power_grid.png
Bar = 100 µm. Pins as bars on the die edge.
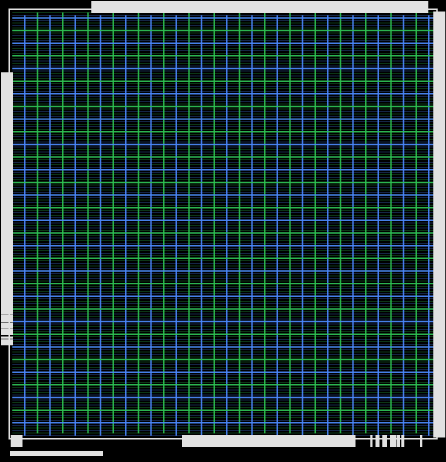
congestion.png
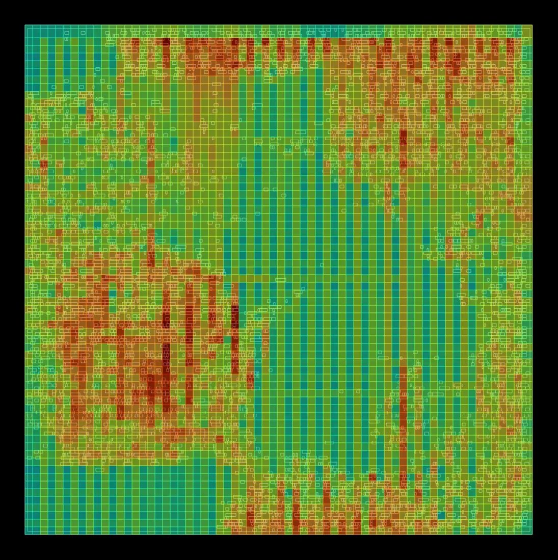
io_fan.png
Bar = 100 µm.
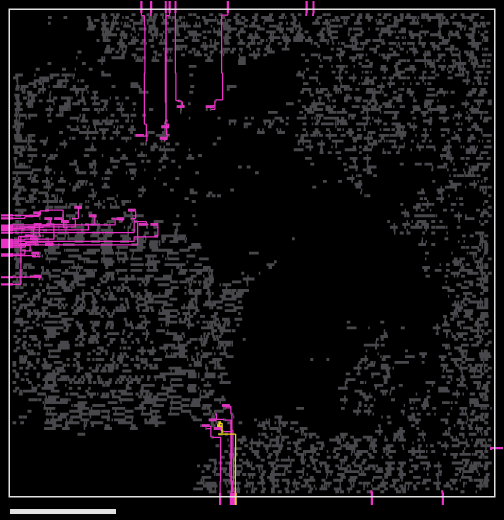
placement_by_type.png
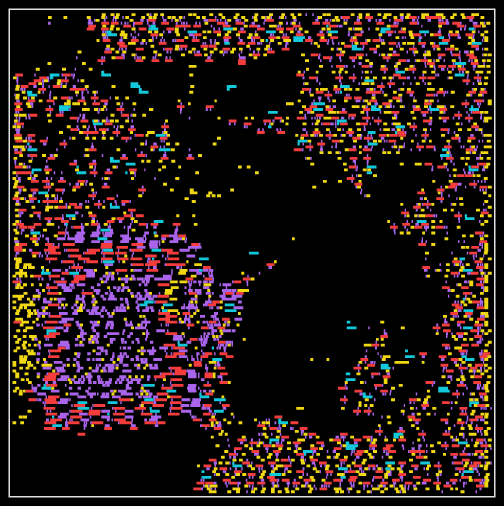
Design icache_miss_queue, sky130hd; sources not shown.
==> impl_metrics.yaml <==
# synthesis and place-and-route metrics
outcome:
  outcome: "complete, no violations"
synthesis:
  synthCells: 3402
  simple_gate_area_frac: 0.186
  aoi_share: 0.111
  synth_top_area_share: 0.397
  yosysSeqAreaShare: 0.501
  ys_cells: 3402
  edf_count: 104
  yosys_warnings: 0
  top_area_cell: "dfxtp_1"
sta:
  slew_headroom: 0.195
  finalClockPeriodUsage: 0.938
  setup_violations: 0
  grt_setup_unrepaired: "yes"
  setup_slack_ps: 248
final_layout:
  area_share_nonclk_buffers: 0.267
  regArea_um2: 15000
  final_cells: 7353
  finalNetCount: 5140
  final.clkbuf_count: 134
  ff_count: 697
  antenna_cells: 20
  final-clk-cell-share: 0.0690
  final_common_cell: "nand2_1"
route:
  routed_via_density: 4.01
  vias: 29500
global_route:
  grt_start_max_net_pins: 176
  grt_use_met2: 0.308
clock_network:
  cts_max_level: 3
  cts_resized: 4
  numCtsBuffers: 96
  clk_pin_slew_worst_paths_ps: 60
  cts_setup_buffers: 0
  insertion_delay_ps: 750
  postCtsHoldBufs: 0
power:
  pg_seq_uw: 8730
  power_frac_comb: 0.331
  seqPwrFrac: 0.326
  p_comb_uw: 8860
critical_path:
  critPathRequiredTime_ps: 3600
  cpPeakStageDelay_ps: 470
  cp_top_family: "simple AND/OR/NAND/NOR gates"
  endpoint_kind: "output port"
placed_design:
  dpl_cell_area_um2: 45000
  place_ws_ps: -87.6
worst_hold_path:
  min_path_cells: 2
job:
  max_cap_violations: 0
Back to the opening pictures, power_grid.png:
| color | net |
|---|---|
| blue | VSS |
| green | VDD |
met5 straps: 33
signal pins: 1,165
rows: 167
met1 rails: 168
met4 straps: 33
Worst VDD drop: 0.443 mV
Die Ht: 460 µm
Die W: 458 µm

Back to the opening pictures, congestion.png:
GRT Total Usage: 0.174
WL/cell: 26.1 µm
GRT Max-Usage Layer: met2
met3 Usage GRT: 0.0681

Back to the opening pictures, io_fan.png:
| color | port | bits | direction | edge | end cells | buffers | wire |
|---|---|---|---|---|---|---|---|
| magenta | refill_addr_o | 32 | output | 17 left, 8 top, 6 bottom, 1 right | 32 | 26 | 2,270 µm |
| yellow | mem_req_ready_i | 1 | input | bottom | 2 | 1 | 93.0 µm |
PortBufs: 1,140
IO Pins: 1,165

Back to the opening pictures, placement_by_type.png:
| color | class | cells |
|---|---|---|
| yellow | other buffers and delay cells | 1,331 |
| cyan | clock drivers and dummy loads | 181 |
| red | flops | 697 |
| purple | combinational and other logic | 2,420 |
site row count: 167
fin area: 48,500 µm²
flop share of the area: 0.309
fin util: 0.235
Core Region: 206,000 µm²

No activity file was given, so power comes from the tool's default toggle rates.
